flops_by_reg.png
Scale bar: 20 um.
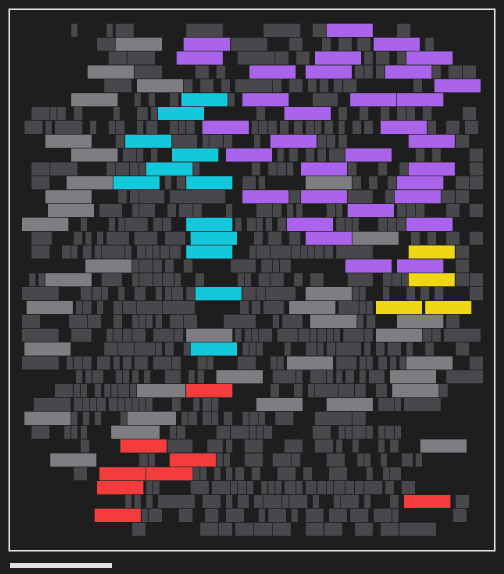
placement.png
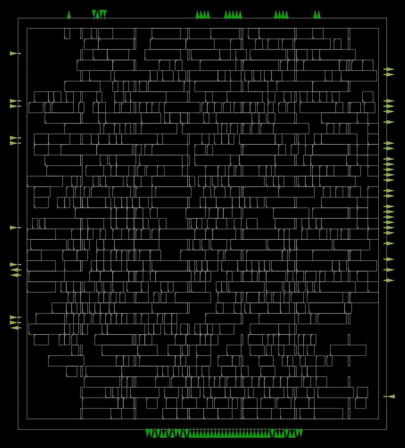
metal_density.png
19 x 21 tiles, from dark blue (low) to red (high), scaled to the fullest tile. Values are wire area over tile area, all layers added.
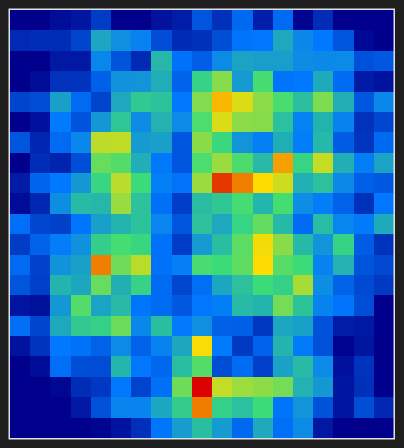
<file path="src/rtl/uart_ctrl_pkg.sv">
// Shared definitions for the UART Wishbone controller.
//   - 16550 register indices used by the controller
//   - controller FSM state encoding
//   - IIR interrupt codes that mean "RX data waiting"
//   - LSR bit index of THR-empty
//   - request record handed from the FSM to the bus engine
package uart_ctrl_pkg;

  localparam logic [4:0] RBR_THR = 5'd0;
  localparam logic [4:0] IER     = 5'd1;
  localparam logic [4:0] IIR_FCR = 5'd2;
  localparam logic [4:0] LCR     = 5'd3;
  localparam logic [4:0] LSR     = 5'd5;

  // IIR[3:1] codes: RX data available, character timeout
  localparam logic [2:0] IIR_RDA = 3'b010;
  localparam logic [2:0] IIR_CTI = 3'b110;

  localparam int LSR_THRE = 5;

  typedef enum logic [2:0] {
    ST_IDLE, ST_INIT, ST_READY, ST_RX_IIR, ST_RX_RBR, ST_TX_LSR, ST_TX_THR
  } state_e;

  typedef struct packed {
    logic [4:0] addr;
    logic       we;
    logic [7:0] wdata;
  } xact_req_t;

  function automatic logic iir_is_rx(input logic [7:0] iir);
    return (iir[3:1] == IIR_RDA) || (iir[3:1] == IIR_CTI);
  endfunction

endpackage

</file>
<file path="src/rtl/uart_wb_xact.sv">
// Single Wishbone transaction engine.
//   start/addr/we/wdata : launch one byte access (ignored while a cycle is open)
//   done                : high in the ack cycle; rdata valid alongside it
//   timeout             : high in the last strobe cycle when no ack arrived
//   wb_*                : registered master pins, held until ack or timeout
// The byte sits in lane addr[1:0] both for writes and for read-back.
module uart_wb_xact
  import uart_ctrl_pkg::*;
#(
  parameter logic [7:0] TIMEOUT = 8'd255
) (
  input  logic        wb_clk_i,
  input  logic        wb_rst_n_i,
  input  logic        start,
  input  logic [4:0]  addr,
  input  logic        we,
  input  logic [7:0]  wdata,
  output logic        done,
  output logic        timeout,
  output logic [7:0]  rdata,
  output logic [4:0]  wb_addr_o,
  output logic [31:0] wb_dat_o,
  input  logic [31:0] wb_dat_i,
  output logic [3:0]  wb_sel_o,
  output logic        wb_we_o,
  output logic        wb_stb_o,
  output logic        wb_cyc_o,
  input  logic        wb_ack_i
);

  logic [7:0] cnt;
  logic       last;

  assign last    = (cnt == TIMEOUT - 8'd1);
  assign done    = wb_stb_o & wb_ack_i;
  assign timeout = wb_stb_o & ~wb_ack_i & last;
  assign rdata   = wb_dat_i[{wb_addr_o[1:0], 3'b000} +: 8];

  always_ff @(posedge wb_clk_i or negedge wb_rst_n_i) begin
    if (!wb_rst_n_i) begin
      wb_cyc_o  <= 1'b0;
      wb_stb_o  <= 1'b0;
      wb_we_o   <= 1'b0;
      wb_addr_o <= '0;
      wb_dat_o  <= '0;
      wb_sel_o  <= '0;
      cnt       <= '0;
    end else if (wb_stb_o) begin
      if (wb_ack_i || last) begin
        wb_cyc_o  <= 1'b0;
        wb_stb_o  <= 1'b0;
        wb_we_o   <= 1'b0;
        wb_addr_o <= '0;
        wb_dat_o  <= '0;
        wb_sel_o  <= '0;
        cnt       <= '0;
      end else begin
        cnt <= cnt + 8'd1;
      end
    end else if (start) begin
      wb_cyc_o  <= 1'b1;
      wb_stb_o  <= 1'b1;
      wb_we_o   <= we;
      wb_addr_o <= addr;
      wb_sel_o  <= 4'b0001 << addr[1:0];
      wb_dat_o  <= we ? (32'(wdata) << {addr[1:0], 3'b000}) : 32'h0;
      cnt       <= '0;
    end
  end

endmodule

</file>
<file path="src/rtl/uart_wb_ctrl.sv">
// Wishbone master that brings up a 16550-style UART and then services it.
//   init_start_i/init_done_o/err_o : init sequence control and sticky timeout
//   tx_valid_i/tx_data_i/tx_ready_o: one-deep TX byte latch
//   rx_valid_o/rx_data_o           : one-cycle pulse per received byte
//   int_i                          : UART interrupt line
//   wb_*                           : master side of the UART slave port
// Every bus-issuing state launches one access, then waits for done/timeout.
module uart_wb_ctrl
  import uart_ctrl_pkg::*;
#(
  parameter logic [15:0] DIVISOR = 16'd27,
  parameter logic [7:0]  LCR_VAL = 8'h03,
  parameter logic [7:0]  FCR_VAL = 8'hC7,
  parameter logic [7:0]  IER_VAL = 8'h01,
  parameter logic [7:0]  TIMEOUT = 8'd255
) (
  input  logic        wb_clk_i,
  input  logic        wb_rst_n_i,
  input  logic        init_start_i,
  output logic        init_done_o,
  output logic        err_o,
  input  logic        tx_valid_i,
  input  logic [7:0]  tx_data_i,
  output logic        tx_ready_o,
  output logic        rx_valid_o,
  output logic [7:0]  rx_data_o,
  input  logic        int_i,
  output logic [4:0]  wb_addr_o,
  output logic [31:0] wb_dat_o,
  input  logic [31:0] wb_dat_i,
  output logic [3:0]  wb_sel_o,
  output logic        wb_we_o,
  output logic        wb_stb_o,
  output logic        wb_cyc_o,
  input  logic        wb_ack_i
);

  state_e     state;
  logic [2:0] step;
  logic       busy, x_start, x_done, x_tout, tx_full, last_rx, bus_state;
  logic [7:0] tx_byte, x_rdata;
  xact_req_t  req, cur_req;

  function automatic xact_req_t init_req(input logic [2:0] s);
    case (s)
      3'd0:    return '{addr: LCR,     we: 1'b1, wdata: LCR_VAL | 8'h80};
      3'd1:    return '{addr: RBR_THR, we: 1'b1, wdata: DIVISOR[7:0]};
      3'd2:    return '{addr: IER,     we: 1'b1, wdata: DIVISOR[15:8]};
      3'd3:    return '{addr: LCR,     we: 1'b1, wdata: LCR_VAL};
      3'd4:    return '{addr: IIR_FCR, we: 1'b1, wdata: FCR_VAL};
      default: return '{addr: IER,     we: 1'b1, wdata: IER_VAL};
    endcase
  endfunction

  always_comb begin
    cur_req = '{addr: RBR_THR, we: 1'b0, wdata: 8'h00};
    case (state)
      ST_INIT:   cur_req = init_req(step);
      ST_RX_IIR: cur_req.addr = IIR_FCR;
      ST_TX_LSR: cur_req.addr = LSR;
      ST_TX_THR: cur_req = '{addr: RBR_THR, we: 1'b1, wdata: tx_byte};
      default:   ;
    endcase
  end

  assign bus_state  = (state != ST_IDLE) && (state != ST_READY);
  assign tx_ready_o = (state == ST_READY) && !tx_full;

  always_ff @(posedge wb_clk_i or negedge wb_rst_n_i) begin
    if (!wb_rst_n_i) begin
      state       <= ST_IDLE;
      step        <= '0;
      busy        <= 1'b0;
      x_start     <= 1'b0;
      req         <= '0;
      tx_full     <= 1'b0;
      tx_byte     <= '0;
      last_rx     <= 1'b0;
      init_done_o <= 1'b0;
      err_o       <= 1'b0;
      rx_valid_o  <= 1'b0;
      rx_data_o   <= '0;
    end else begin
      x_start    <= 1'b0;
      rx_valid_o <= 1'b0;
      if (tx_ready_o && tx_valid_i) begin
        tx_full <= 1'b1;
        tx_byte <= tx_data_i;
      end
      if (busy && x_tout) begin
        busy        <= 1'b0;
        err_o       <= 1'b1;
        init_done_o <= 1'b0;
        state       <= ST_IDLE;
      end else if (bus_state && !busy) begin
        x_start <= 1'b1;
        busy    <= 1'b1;
        req     <= cur_req;
      end else begin
        case (state)
          ST_IDLE: if (init_start_i) begin
            err_o <= 1'b0;
            step  <= '0;
            state <= ST_INIT;
          end
          ST_INIT: if (x_done) begin
            busy <= 1'b0;
            if (step == 3'd5) begin
              init_done_o <= 1'b1;
              state       <= ST_READY;
            end else begin
              step <= step + 3'd1;
            end
          end
          ST_READY: begin
            if (init_start_i) begin
              init_done_o <= 1'b0;
              step        <= '0;
              state       <= ST_INIT;
            // RX wins unless a TX byte waits and RX was served last
            end else if (int_i && (!tx_full || !last_rx)) begin
              last_rx <= 1'b1;
              state   <= ST_RX_IIR;
            end else if (tx_full) begin
              last_rx <= 1'b0;
              state   <= ST_TX_LSR;
            end
          end
          ST_RX_IIR: if (x_done) begin
            busy  <= 1'b0;
            state <= iir_is_rx(x_rdata) ? ST_RX_RBR : ST_READY;
          end
          ST_RX_RBR: if (x_done) begin
            busy       <= 1'b0;
            rx_valid_o <= 1'b1;
            rx_data_o  <= x_rdata;
            state      <= ST_READY;
          end
          ST_TX_LSR: if (x_done) begin
            busy  <= 1'b0;
            state <= x_rdata[LSR_THRE] ? ST_TX_THR : ST_READY;
          end
          ST_TX_THR: if (x_done) begin
            busy    <= 1'b0;
            tx_full <= 1'b0;
            state   <= ST_READY;
          end
          default: state <= ST_IDLE;
        endcase
      end
    end
  end

  uart_wb_xact #(.TIMEOUT(TIMEOUT)) u_xact (
    .wb_clk_i   (wb_clk_i),
    .wb_rst_n_i (wb_rst_n_i),
    .start      (x_start),
    .addr       (req.addr),
    .we         (req.we),
    .wdata      (req.wdata),
    .done       (x_done),
    .timeout    (x_tout),
    .rdata      (x_rdata),
    .wb_addr_o  (wb_addr_o),
    .wb_dat_o   (wb_dat_o),
    .wb_dat_i   (wb_dat_i),
    .wb_sel_o   (wb_sel_o),
    .wb_we_o    (wb_we_o),
    .wb_stb_o   (wb_stb_o),
    .wb_cyc_o   (wb_cyc_o),
    .wb_ack_i   (wb_ack_i)
  );

endmodule
</file>
<file path="config.mk">
export PLATFORM = sky130hd
export DESIGN_NAME = uart_wb_ctrl
export DESIGN_NICKNAME = d
export VERILOG_FILES = /design/src/rtl/uart_ctrl_pkg.sv /design/src/rtl/uart_wb_xact.sv /design/src/rtl/uart_wb_ctrl.sv
export SDC_FILE = /design/constraint.sdc
export NUM_CORES = 1
export LEC_CHECK = 0
export ABC_AREA = 1
export CAP_MARGIN = 20
export CORE_AREA = 2 2 93 104
export DETAILED_ROUTE_END_ITERATION = 8
export DIE_AREA = 0 0 95 106
export PLACE_DENSITY_LB_ADDON = 0.15
export SKIP_CTS_REPAIR_TIMING = 1
export SLEW_MARGIN = 20
export SYNTH_ARGS = -nofsm -noshare
export SYNTH_HDL_FRONTEND = slang
export SYNTH_SLANG_ARGS = --single-unit
</file>
<file path="constraint.sdc">
create_clock -name wb_clk_i -period 1.7 [get_ports wb_clk_i]
set_input_delay 0.425 -clock wb_clk_i [delete_from_list [all_inputs] [get_ports wb_clk_i]]
set_output_delay 0.425 -clock wb_clk_i [all_outputs]
set_load 0.05 [all_outputs]
</file>
==> deck_impl_summary.md <==
Physical Implementation Snapshot

Logic synthesis
  • Post-synth ARST share: 100%
  • Yosys simple share: between 10% and 20%
  • AND-OR/OR-AND Cells, Area Fraction: 16.6%
  • Mux area share: 1.95%
  • Yosys stat chip area: 0.00444 mm^2
  • Post-synth EDFFs: 0
  • Post-synth seq share: 51.3%
  • XOR Share, Synth: less than 1%
  • Dominant flop cell: dfrtp_1

Drt
  • Vias per Instance: between 5 and 6
  • ANT nets after route: 0
  • Pre-antenna DRT Iters: 5

Final timing
  • Peak Freq: 0.574 GHz
  • Final worst-path setup slack: -0.0407 ns
  • Final setup TNS: -0.0407 ns
  • Final hold violations: 27
  • Final setup viols: 1
  • WHS: -0.0307 ns

Clock network
  • CTS tree: yes
  • Skew-Pair Late Insertion Delay: 0.39 ns
  • Root Driver: clkbuf_8
  • H-tree levels: 3

Outcome
  • Status: finished, violations left
  • Failing checks: negative hold slack, negative setup slack

Placement
  • Port bufs: 99

Global routing
  • Gr ovfl total: 0
  • Vias in the first global route: 3,896
  • All-Layer GR Usage: 23.9%

Flow run
  • Tool warnings: 31

Final layout
  • Diode count: 0
  • Post-layout util: 65.4%

Critical path
  • Worst path cell trace: inv_2 > nand3_2 > nor2_4 > buf_12
  • Crit path capture type: output pin

Floorplan
  • Die area: a little over 0.01 mm^2
  • Die W: 95 um
About flops_by_reg.png:
- u_xact.wb_dat_o: purple (placed flops 32)
- req: cyan (placed flops 12)
- u_xact.wb_sel_o: yellow (placed flops 4; where right middle)
- rx_data_o: red (placed flops 8)

About placement.png:
core box area: 0.00912 mm^2
Layout fillers: 788

About metal_density.png:
- nearly empty tiles: 9.0%
- densest ninth of the die: middle
- tiles over half the peak: 14%
- fullest tile: 0.64
- mean over tiles: 0.18
WL/cell: 15.3 um
DR vias: 4,007
Routed Wire Length: 11.6 mm

power breakdown:
part           internal [uW]  switching [uW]  total (uW)  leakage, uW
Combinational           1490            2800        4290      0.00159
Sequential              2690             432        3120      0.00121
Clock                    721             881        1600     0.000110
Total                   4900            4120        9010      0.00291
cell usage after synthesis (all sizes together), types with 2 or more instances:
| cell | n | share of area (%) |
|---|---|---|
| a21oi | 17 | 2.1 |
| mux2 | 6 | 1.9 |
| nor2 | 36 | 4.1 |
| ha | 7 | 2.0 |
| nor3 | 2 | 0.23 |
| a31oi | 3 | 0.42 |
| inv | 50 | 4.2 |
| o22ai | 9 | 1.3 |
| o21ai | 98 | 11 |
| dfrtp | 91 | 51 |
| clkinv | 2 | 0.28 |
| o31ai | 5 | 0.85 |
| buf | 12 | 1.9 |
| nand4 | 4 | 0.56 |
| nand2 | 112 | 9.8 |
| nand3 | 43 | 5.4 |
| o211ai | 2 | 0.34 |
| xor2 | 3 | 0.59 |
| clkbuf | 10 | 0.87 |
flip-flops by register name, summed over array words and instances, names as in the netlist:
signal,count
u_xact.wb_sel_o,4
tx_byte,8
u_xact.wb_cyc_o,1
u_xact.wb_we_o,1
u_xact.wb_dat_o,32
tx_full,1
last_rx,1
u_xact.wb_stb_o,1
rx_data_o,8
err_o,1
busy,1
state,3
u_xact.cnt,8
req,12
init_done_o,1
u_xact.wb_addr_o,3
rx_valid_o,1
x_start,1
step,3
stage by stage:
step / area [um^2] / instances
floorplan: 4450 / 518
global placement: 5680 / 733
detailed placement: 5680 / 733
CTS: 5900 / 749
global route: 5960 / 754
finish: 5960 / 754
per-layer routing:
layer | vias up | wire length [um] | global-route usage [%]
met2 | 131 | 5780 | 37.9
met3 | 23 | 591 | 3.69
met4 | 0 | 237 | 9.21
met5 | - | 0 | 0
li1 | 1956 | - | -
met1 | 1897 | 4960 | 33.0
final timing paths:
kind | depth (start not counted) | slack, ns | to | from
setup / recovery | 4 | -0.04 | tx_ready_o | state[2]
hold / removal | 1 | -0.03 | rx_data_o[2] | wb_rst_n_i
max in group asynchronous | 2 | 1.21 | u_xact.wb_dat_o[15] | wb_rst_n_i
setup reg to reg | 9 | 0.14 | state[1] | state[0]
hold reg to reg | 2 | 0.49 | rx_data_o[0] | rx_data_o[0]
min in group wb_clk_i | 2 | 0.49 | rx_data_o[0] | rx_data_o[0]
layout make-up:
cell class                 count  area [um^2]
tap                          117          146
multi-input combinational    353         1870
clock buffer                   9          124
timing repair buffer         125         1250
inverter                      52          200
clock inverter                 7         90.1
fill                         788         3160
sequential                    91         2280
cells by family (layout without fill, tap and decap cells):
group           count (synthesis)  count (layout)
xor+xnor                        4               4
compound gates                137             137
buf+inv                        74             193
fa+ha+maj                       7               7
flops                          91              91
mux                             6               6
other cells                     1               2
simple gates                  197             197
worst reg2reg max path, stage by stage, from the launching register on:
cell and delay [ns]:
dfrtp_2 0.45, buf_4 0.16, nor2_2 0.14, inv_2 0.08, nand2_4 0.17, inv_2 0.09
a21oi_2 0.12, nand3_1 0.12, nand2_1 0.08, nand2_1 0.05
Power and IR drop assume default switching activity.
